### Gate-type map, run 1

Scale: 4 px per µm.
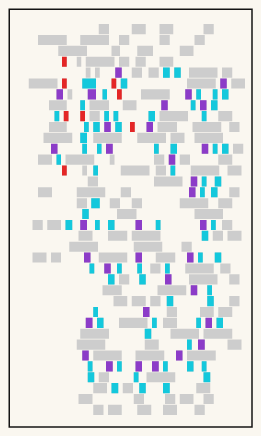
### Wires at chosen ports, followed through buffers, run 1

Scale: 6 px per µm.
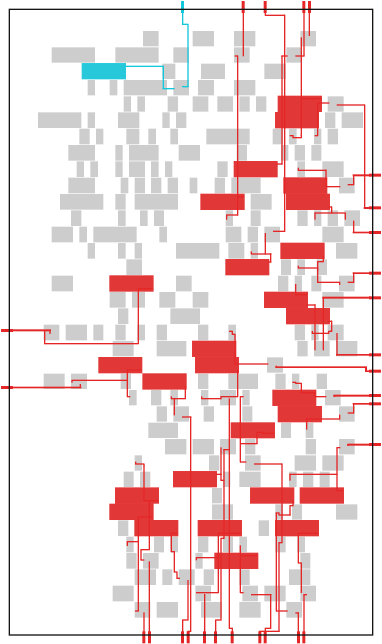
### Routed metal per tile, run 1

Scale: 4 px per µm. The die is cut into 12 by 21 equal tiles; white is low, dark blue is high, scaled to the fullest tile. Values are wire area over tile area, all layers added.
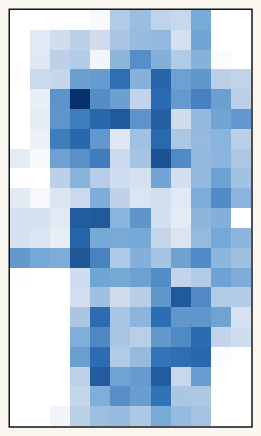
### Clock network drawn from the DEF, run 1

Scale: 6 px per µm.
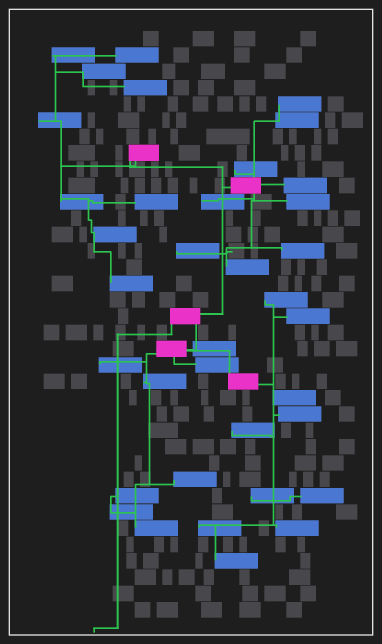
File: src/rtl/coef_loader_if.sv
// Valid/ready coefficient stream between the coefficient source and the loader.
interface coef_loader_if #(
  parameter int WIDTH = 27
) ();
  logic             valid;
  logic             ready;
  logic [WIDTH-1:0] data;

  // Source side: offers words, observes ready.
  modport master (
    output valid,
    output data,
    input  ready
  );

  // Sink side: consumes words, drives ready.
  modport slave (
    input  valid,
    input  data,
    output ready
  );
endinterface

File: src/rtl/coef_loader.sv
// Coefficient buffer write sequencer: on start, takes exactly DEPTH words from
// the stream and emits one registered load strobe per word with a 1-based
// index, flagging the final write with done.
module coef_loader #(
  parameter  int WIDTH = 27,
  parameter  int DEPTH = 4,
  localparam int IDXW  = $clog2(DEPTH) + 1
) (
  input  logic             clk,
  input  logic             reset,
  input  logic             i_start,
  input  logic             i_abort,
  coef_loader_if.slave     s_in,
  output logic             o_load,
  output logic [IDXW-1:0]  o_loadidx,
  output logic [WIDTH-1:0] o_coef_data,
  output logic             o_busy,
  output logic             o_done
);

  typedef enum logic {
    IDLE = 1'b0,
    LOAD = 1'b1
  } state_t;

  // Index of the last beat; cnt is wide enough to hold DEPTH without wrapping.
  localparam logic [IDXW-1:0] C_LAST = IDXW'(DEPTH);

  state_t           r_state;
  state_t           w_state_next;
  logic [IDXW-1:0]  r_cnt;
  logic [IDXW-1:0]  w_cnt_next;
  logic             r_load;
  logic             w_load_next;
  logic [IDXW-1:0]  r_loadidx;
  logic [IDXW-1:0]  w_loadidx_next;
  logic [WIDTH-1:0] r_coef_data;
  logic [WIDTH-1:0] w_coef_data_next;
  logic             r_done;
  logic             w_done_next;
  logic             w_ready;

  // State, beat counter and registered write-side outputs.
  always_ff @(posedge clk) begin
    if (reset) begin
      r_state     <= IDLE;
      r_cnt       <= '0;
      r_load      <= 1'b0;
      r_loadidx   <= '0;
      r_coef_data <= '0;
      r_done      <= 1'b0;
    end else begin
      r_state     <= w_state_next;
      r_cnt       <= w_cnt_next;
      r_load      <= w_load_next;
      r_loadidx   <= w_loadidx_next;
      r_coef_data <= w_coef_data_next;
      r_done      <= w_done_next;
    end
  end

  // Next-state logic: abort wins over any beat and also drops ready, so no
  // word is consumed in the abort cycle.
  always_comb begin
    w_state_next     = r_state;
    w_cnt_next       = r_cnt;
    w_ready          = 1'b0;
    w_load_next      = 1'b0;
    w_loadidx_next   = '0;
    w_coef_data_next = r_coef_data;
    w_done_next      = 1'b0;
    case (r_state)
      IDLE: begin
        if (i_start && !i_abort) begin
          w_state_next = LOAD;
          w_cnt_next   = IDXW'(1);
        end
      end
      LOAD: begin
        w_ready = !i_abort;
        if (i_abort) begin
          w_state_next = IDLE;
          w_cnt_next   = '0;
        end else if (s_in.valid) begin
          w_load_next      = 1'b1;
          w_loadidx_next   = r_cnt;
          w_coef_data_next = s_in.data;
          if (r_cnt == C_LAST) begin
            w_done_next  = 1'b1;
            w_state_next = IDLE;
            w_cnt_next   = '0;
          end else begin
            w_cnt_next = r_cnt + IDXW'(1);
          end
        end
      end
      default: begin
        w_state_next = IDLE;
        w_cnt_next   = '0;
      end
    endcase
  end

  assign s_in.ready  = w_ready;
  assign o_load      = r_load;
  assign o_loadidx   = r_loadidx;
  assign o_coef_data = r_coef_data;
  assign o_done      = r_done;
  // Busy covers the trailing cycle that carries the final load/done.
  assign o_busy      = (r_state == LOAD) | r_load;

endmodule
File: src/flat_wrapper.sv
// flat-port wrapper written by rule: the top's interface ports become plain ports
module coef_loader_flat 
#(
  parameter  int WIDTH = 27,
  parameter  int DEPTH = 4,
  localparam int IDXW  = $clog2(DEPTH) + 1
)
  (clk, reset, i_start, i_abort, o_load, o_loadidx, o_coef_data, o_busy, o_done, s_in_valid, s_in_data, s_in_ready);
  coef_loader_if #(.WIDTH(WIDTH)) s_in_i ();
  input  logic clk;
  input  logic reset;
  input  logic i_start;
  input  logic i_abort;
  output logic o_load;
  output logic [IDXW-1:0] o_loadidx;
  output logic [WIDTH-1:0] o_coef_data;
  output logic o_busy;
  output logic o_done;
  input wire logic [$bits(s_in_i.valid)-1:0] s_in_valid;
  input wire logic [$bits(s_in_i.data)-1:0] s_in_data;
  output wire logic [$bits(s_in_i.ready)-1:0] s_in_ready;
  assign s_in_i.valid = s_in_valid;
  assign s_in_i.data = s_in_data;
  assign s_in_ready = s_in_i.ready;
  coef_loader #(.WIDTH(WIDTH), .DEPTH(DEPTH)) u_core (.clk(clk), .reset(reset), .i_start(i_start), .i_abort(i_abort), .s_in(s_in_i), .o_load(o_load), .o_loadidx(o_loadidx), .o_coef_data(o_coef_data), .o_busy(o_busy), .o_done(o_done));
endmodule
File: config.mk
export PLATFORM = sky130hd
export DESIGN_NAME = coef_loader_flat
export DESIGN_NICKNAME = d
export VERILOG_FILES = /design/src/rtl/coef_loader_if.sv /design/src/rtl/coef_loader.sv /design/src/flat_wrapper.sv
export SDC_FILE = /design/constraint.sdc
export NUM_CORES = 1
export LEC_CHECK = 0
export ABC_AREA = 1
export ABC_CLOCK_PERIOD_IN_PS = 2400
export CAP_MARGIN = 20
export CELL_PAD_IN_SITES_DETAIL_PLACEMENT = 1
export CELL_PAD_IN_SITES_GLOBAL_PLACEMENT = 2
export CORE_ASPECT_RATIO = 1.75
export CORE_UTILIZATION = 23
export CTS_BUF_LIST = sky130_fd_sc_hd__clkbuf_4 sky130_fd_sc_hd__clkbuf_8 sky130_fd_sc_hd__clkbuf_16
export CTS_CLUSTER_SIZE = 14
export DETAILED_ROUTE_END_ITERATION = 10
export GPL_ROUTABILITY_DRIVEN = 0
export PLACE_DENSITY = 0.85
export SLEW_MARGIN = 30
export SYNTH_ARGS = -nofsm -noshare
export SYNTH_HDL_FRONTEND = slang
export SYNTH_SLANG_ARGS = --single-unit
File: constraint.sdc
create_clock -name clk -period 2.4 [get_ports clk]
set_input_delay 0.72 -clock clk [delete_from_list [all_inputs] [get_ports clk]]
set_output_delay 0.72 -clock clk [all_outputs]
set_load 0.1 [all_outputs]
==> flow_summary.json, run 1 <==
{
  "status": "finished clean",
  "cts_buffers": 5,
  "die_w_um": 60.3,
  "p_leak_nw": 0.836,
  "synthDistinctLibCells": 20,
  "hpwl_um": 3110,
  "required_ns": 1.68,
  "post_cts_resized": 0,
  "gr-total-overflow": 0,
  "crit_cells": 3,
  "holdWs_ns": 0.463,
  "rr_startpoint": "u_core.r_state$_SDFF_PP0_",
  "tns_ns": 0,
  "core_util_floorplan": 0.243,
  "rr_worst_depth": 6,
  "instances_no_fill": 312,
  "netlist_instances": 168,
  "worstHoldPathType": "reg -> reg",
  "pwr-share-comb": 0.153,
  "syn_nets": 202,
  "holdPathEnd": "u_core.o_coef_data[9]$_SDFFE_PP0P_",
  "p_total_mw": 1.26,
  "worstPathArrival_ns": 1.56,
  "post-place-cells": 304,
  "yosys_area_um2": 1370,
  "largest_cell_class": "flip-flops and latches",
  "power.switching_uw": 325,
  "grt_pass1_vias": 1412,
  "wl_met2_um": 2290,
  "power_leader": "registers",
  "antenna_found_initial": 0,
  "yosys.area_share.adder": 0.0183,
  "path_class": "in -> out",
  "netlist_area_um2": 1370,
  "simple_gate_share": 0.256,
  "ys_top_logic_family": "simple AND/OR/NAND/NOR gates",
  "clkSlewWorstSetupHoldPaths_ns": 0.06,
  "fillers": 703,
  "fp-row-count": 36,
  "flop_cell": "dfxtp_1",
  "ys_async_sr_fraction": 0,
  "die_y_um": 104,
  "slew_violations": 0,
  "routed_wl_um": 4160,
  "fin_crit_sh": 0.952,
  "clock_area_frac": 0.0463,
  "dr.pass1.iters": 4,
  "area_growth_syn_to_layout_pct": 54.0
}
## Picture notes: 'Gate-type map'
- inverting AOI/OAI gates: purple (cells 33)
- NAND gates: cyan (cells 70)
- inverters: red (cells 8; where top left)
combinational fraction of the cell area: 0.257
dominant logic cell type in the layout: buf_4

## Picture notes: 'Wires at chosen ports, followed through buffers'
- o_coef_data: red (bits 27; direction output; end cells 27; buffers 27; wire 769 µm)
- o_load: cyan (bits 1; direction output; end cells 1; buffers 1; wire 26.3 µm)

## Picture notes: 'Routed metal per tile'
- emptiest ninth of the die: bottom left
- mean over tiles: 0.10
- nearly empty tiles: 19%
- tiles over half the peak: 31%

## Picture notes: 'Clock network drawn from the DEF'
- flip-flops: blue (count 36)
- clock drivers: magenta (count 5)
- clock wires: green (length 459 µm)
- routed clock nets: 6
clk ins delay skew pair: 0.28 ns
P_clk: 455 µW
Clk network pwr share: 0.361
clk_skew: 0.00518 ns

run 1: worst reg2reg max path, delay by kind of cell (launching register included):
family / cells / cell delay (ns)
compound gates: 1 / 0.07
simple gates: 3 / 0.62
buf+inv: 2 / 0.27
flops: 1 / 0.38
run 1: synth_stat cells (2+ instances only):
master   number  area (µm²)
nand3_1      31         155
ha_1          2        25.0
o21ai_0       2        10.0
a21oi_1      28         140
inv_1         6        22.5
nor2_1        6        22.5
inv_2         2        7.51
dfxtp_1      36         721
o21ai_1       2        10.0
buf_4         7        52.6
nand2_1      37         139
run 1: cell usage in the layout (no fill, tap or decap), types with 6 or more instances in the layout:
master / instances
buf_4: 39
nand3_1: 31
dfxtp_1: 36
a21oi_1: 28
inv_1: 6
nor2_1: 6
clkbuf_8: 6
nand2_1: 37
clkdlybuf4s50_1: 31
==> inputs of run 2 (changes only) <==
- GPL_TIMING_DRIVEN: unset -> 1
==> run 2 against run 1 <==
Effect of this change: area after synthesis unchanged; clock skew unchanged; die size unchanged; sequential power about the same; final cell count unchanged; global-route usage unchanged; clock-buffer cell count unchanged; critical endpoint unchanged; wire length unchanged; register-to-register slack about the same; final area unchanged; critical path depth unchanged; via count unchanged.
==> flow_summary.json, run 2 <==
{
  "cts_buffers": 5,
  "core_util_floorplan": 0.243,
  "p_leak_nw": 0.836,
  "yosysTopAreaCell": "dfxtp_1",
  "routed_wl_um": 4160,
  "netlist_area_um2": 1370,
  "dr.pass1.iters": 4,
  "clkSlewWorstSetupHoldPaths_ns": 0.06,
  "holdWs_ns": 0.463,
  "tns_ns": 0,
  "p_clk_uw": 455,
  "synthMostInstantiatedCell": "nand2_1",
  "pwr-share-comb": 0.153,
  "ys_async_sr_fraction": 0,
  "fp-row-count": 36,
  "rr_worst_depth": 6,
  "lay_top_count": "buf_4",
  "skew_ns": 0.00518,
  "syn_nets": 202,
  "worstPathArrival_ns": 1.56,
  "worstHoldPathType": "reg -> reg",
  "fin_crit_sh": 0.952,
  "clkPwrFrac": 0.361,
  "holdPathEnd": "u_core.o_coef_data[9]$_SDFFE_PP0P_",
  "post_cts_resized": 0,
  "status": "finished clean",
  "ys_top_cells_by_area": "dfxtp_1 53%, nand3_1 11%, a21oi_1 10%",
  "netlist_top_cells_count": "37 x nand2_1, 36 x dfxtp_1, 31 x nand3_1, 28 x a21oi_1, 7 x buf_4",
  "power.switching_uw": 325,
  "p_total_mw": 1.26
}
-- run 2: cell counts after synthesis --
Identical to the previous run, type by type.
-- run 2: worst max-delay path, delay by kind of cell --
| family | cells | cell delay, ns |
|---|---|---|
| buffers and inverters | 2 | 0.66 |
| and+or+nand+nor | 1 | 0.17 |
-- run 2: cells by family after synthesis --
group | Yosys count | synth area share
and+or+nand+nor | 78 | 0.256
DFF | 36 | 0.527
AOI/OAI and AO/OA | 33 | 0.122
buffers and inverters | 19 | 0.0777
adders and majority gates | 2 | 0.0183
-- run 2: final cells by class --
class	instances	area [µm²]
Fill cell	703	3520
Sequential cell	36	721
Timing Repair Buffer	71	623
Multi-Input combinational cell	113	542
Clock buffer	8	97.6
Tap cell	76	95.1
Inverter	8	30.0
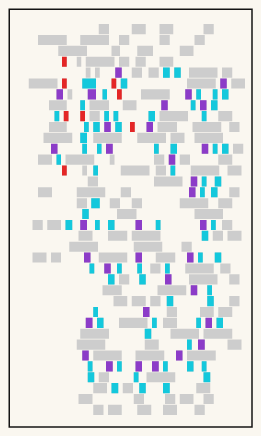
*Gate-type map, run 2*
Scale: 4 px per µm.
- inverters: red (cells 8; where top left)
- inverting AOI/OAI gates: purple (cells 33)
- NAND gates: cyan (cells 70)
fin cells: 312

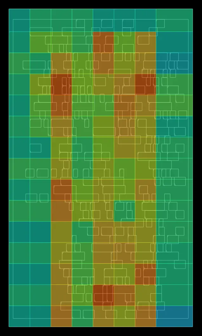
*Track usage over the die, run 2*
All-Layer GR Usage: 0.143
GR Util met3: 0.0323
grt met1 use: 0.152
met2 Use GR: 0.256

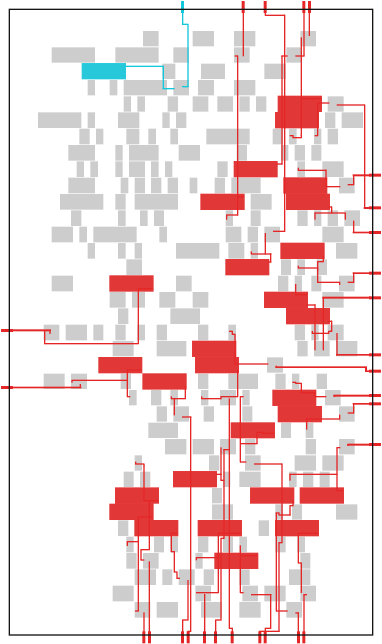
*Wires at chosen ports, followed through buffers, run 2*
Scale: 6 px per µm.
- o_coef_data: red (bits 27; direction output; end cells 27; buffers 27; wire 769 µm)
- o_load: cyan (bits 1; direction output; end cells 1; buffers 1; wire 26.3 µm)

==> inputs of run 3 (changes only) <==
--- a/config.mk
+++ b/config.mk
@@ -9,5 +9,5 @@
 export ABC_CLOCK_PERIOD_IN_PS = 2400
 export CAP_MARGIN = 20
-export CELL_PAD_IN_SITES_DETAIL_PLACEMENT = 1
+export CELL_PAD_IN_SITES_DETAIL_PLACEMENT = 0
 export CELL_PAD_IN_SITES_GLOBAL_PLACEMENT = 2
 export CORE_ASPECT_RATIO = 1.75
==> constraint.sdc (replaced) <==
create_clock -name clk -period 2.4 [get_ports clk]
set_input_delay 0.48 -clock clk [delete_from_list [all_inputs] [get_ports clk]]
set_output_delay 0.48 -clock clk [all_outputs]
set_load 0.1 [all_outputs]
==> run 3 against run 2 <==
Effect of this change: combinational power barely moved; first-iteration DRC count down 31%; non-clock buffer count fell by 2; clock power barely moved; global-route usage fell by 1.1 points; sequential power about the same; clock skew fell by 0.00054 ns; register-to-register slack gained 0.06 ns; flip-flop count unchanged; die size did not move; critical endpoint unchanged; largest cell class unchanged.
==> flow_summary.json, run 3 <==
{
  "largest_cell_class": "flip-flops and latches",
  "holdPathEnd": "u_core.o_coef_data[26]$_SDFFE_PP0P_",
  "holdWs_ns": 0.462,
  "nWellTaps": 76,
  "post_cts_resized": 0,
  "rr_worst_depth": 7,
  "logic_area_um2": 542,
  "compound_area_frac": 0.122,
  "p_total_mw": 1.26,
  "nMultiInputCombCells": 113,
  "routed_wl_um": 3890,
  "seq_share": 0.344,
  "use_met1": 0.150,
  "fin_crit_sh": 0.780,
  "fp-row-count": 36,
  "status": "finished clean",
  "buffers": 69,
  "fillers": 601,
  "tns_ns": 0,
  "clock_area_frac": 0.0461,
  "syn_nets": 202,
  "xor_share": 0,
  "ys_top_logic_family": "simple AND/OR/NAND/NOR gates",
  "critPathTopFamily": "buffers and inverters",
  "cts_buffers": 5,
  "grt.met3_usage": 0.0274,
  "p_leak_nw": 0.824,
  "track_usage": 0.133,
  "power.switching_uw": 327,
  "worstHoldPathType": "reg -> reg",
  "simple_gate_share": 0.256,
  "nClkBuffers": 7,
  "core_util_floorplan": 0.243,
  "netlist_area_um2": 1370,
  "seq_cell_count": 36,
  "yosys.area_share.adder": 0.0183,
  "crit_cells": 3
}
-- run 3: cell counts after synthesis --
Identical to the previous run, type by type.
-- run 3: through the flow --
| stage | setup slack, ns | instances |
|---|---|---|
| finish | 0.529 | 309 |
| CTS | 0.532 | 309 |
| detailed placement | 0.463 | 302 |
| floorplan | 0.417 | 168 |
| global route | 0.497 | 309 |
| global placement | 0.475 | 302 |
-- run 3: worst register-to-register path: cells and delay by family (launching register included) --
kind / cells / cell delay (ns)
flip-flops: 1 / 0.40
AND-OR/OR-AND: 1 / 0.15
AND/OR/NAND/NOR: 4 / 0.39
buffers and inverters: 2 / 0.40
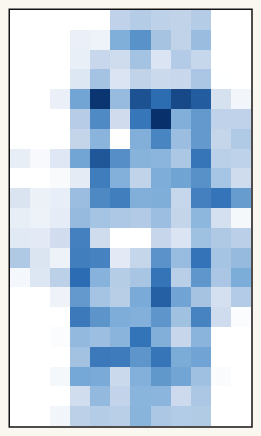
*Routed metal per tile, run 3*
Scale: 4 px per µm. The die is cut into 12 by 21 equal tiles; white is low, dark blue is high, scaled to the fullest tile. Values are wire area over tile area, all layers added.
- mean over tiles: 0.097
- densest ninth of the die: bottom middle
- fullest tile: 0.34

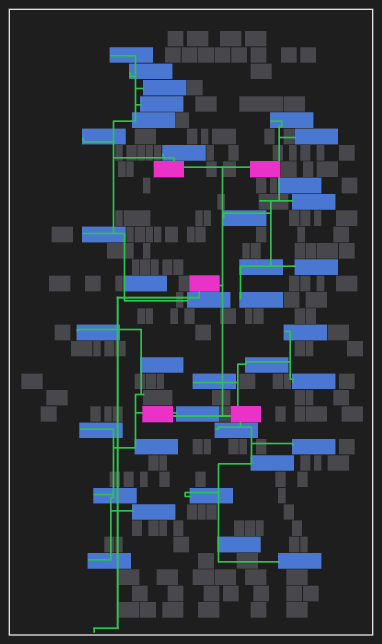
*Clock network drawn from the DEF, run 3*
Scale: 6 px per µm.
- flip-flops: blue (count 36)
- clock drivers: magenta (count 5)
- clock wires: green (length 478 µm)
- routed clock nets: 6
P_clk: 456 µW
clk_skew: 0.00465 ns
Clk network pwr share: 0.362

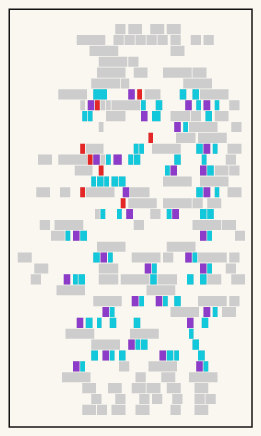
*Gate-type map, run 3*
Scale: 4 px per µm.
- inverting AOI/OAI gates: purple (cells 33)
- NAND gates: cyan (cells 70)
- inverters: red (cells 8)
combinational fraction of the cell area: 0.259
fin cells: 309

Power figures rest on the tool's default switching activity, not on a simulated workload.
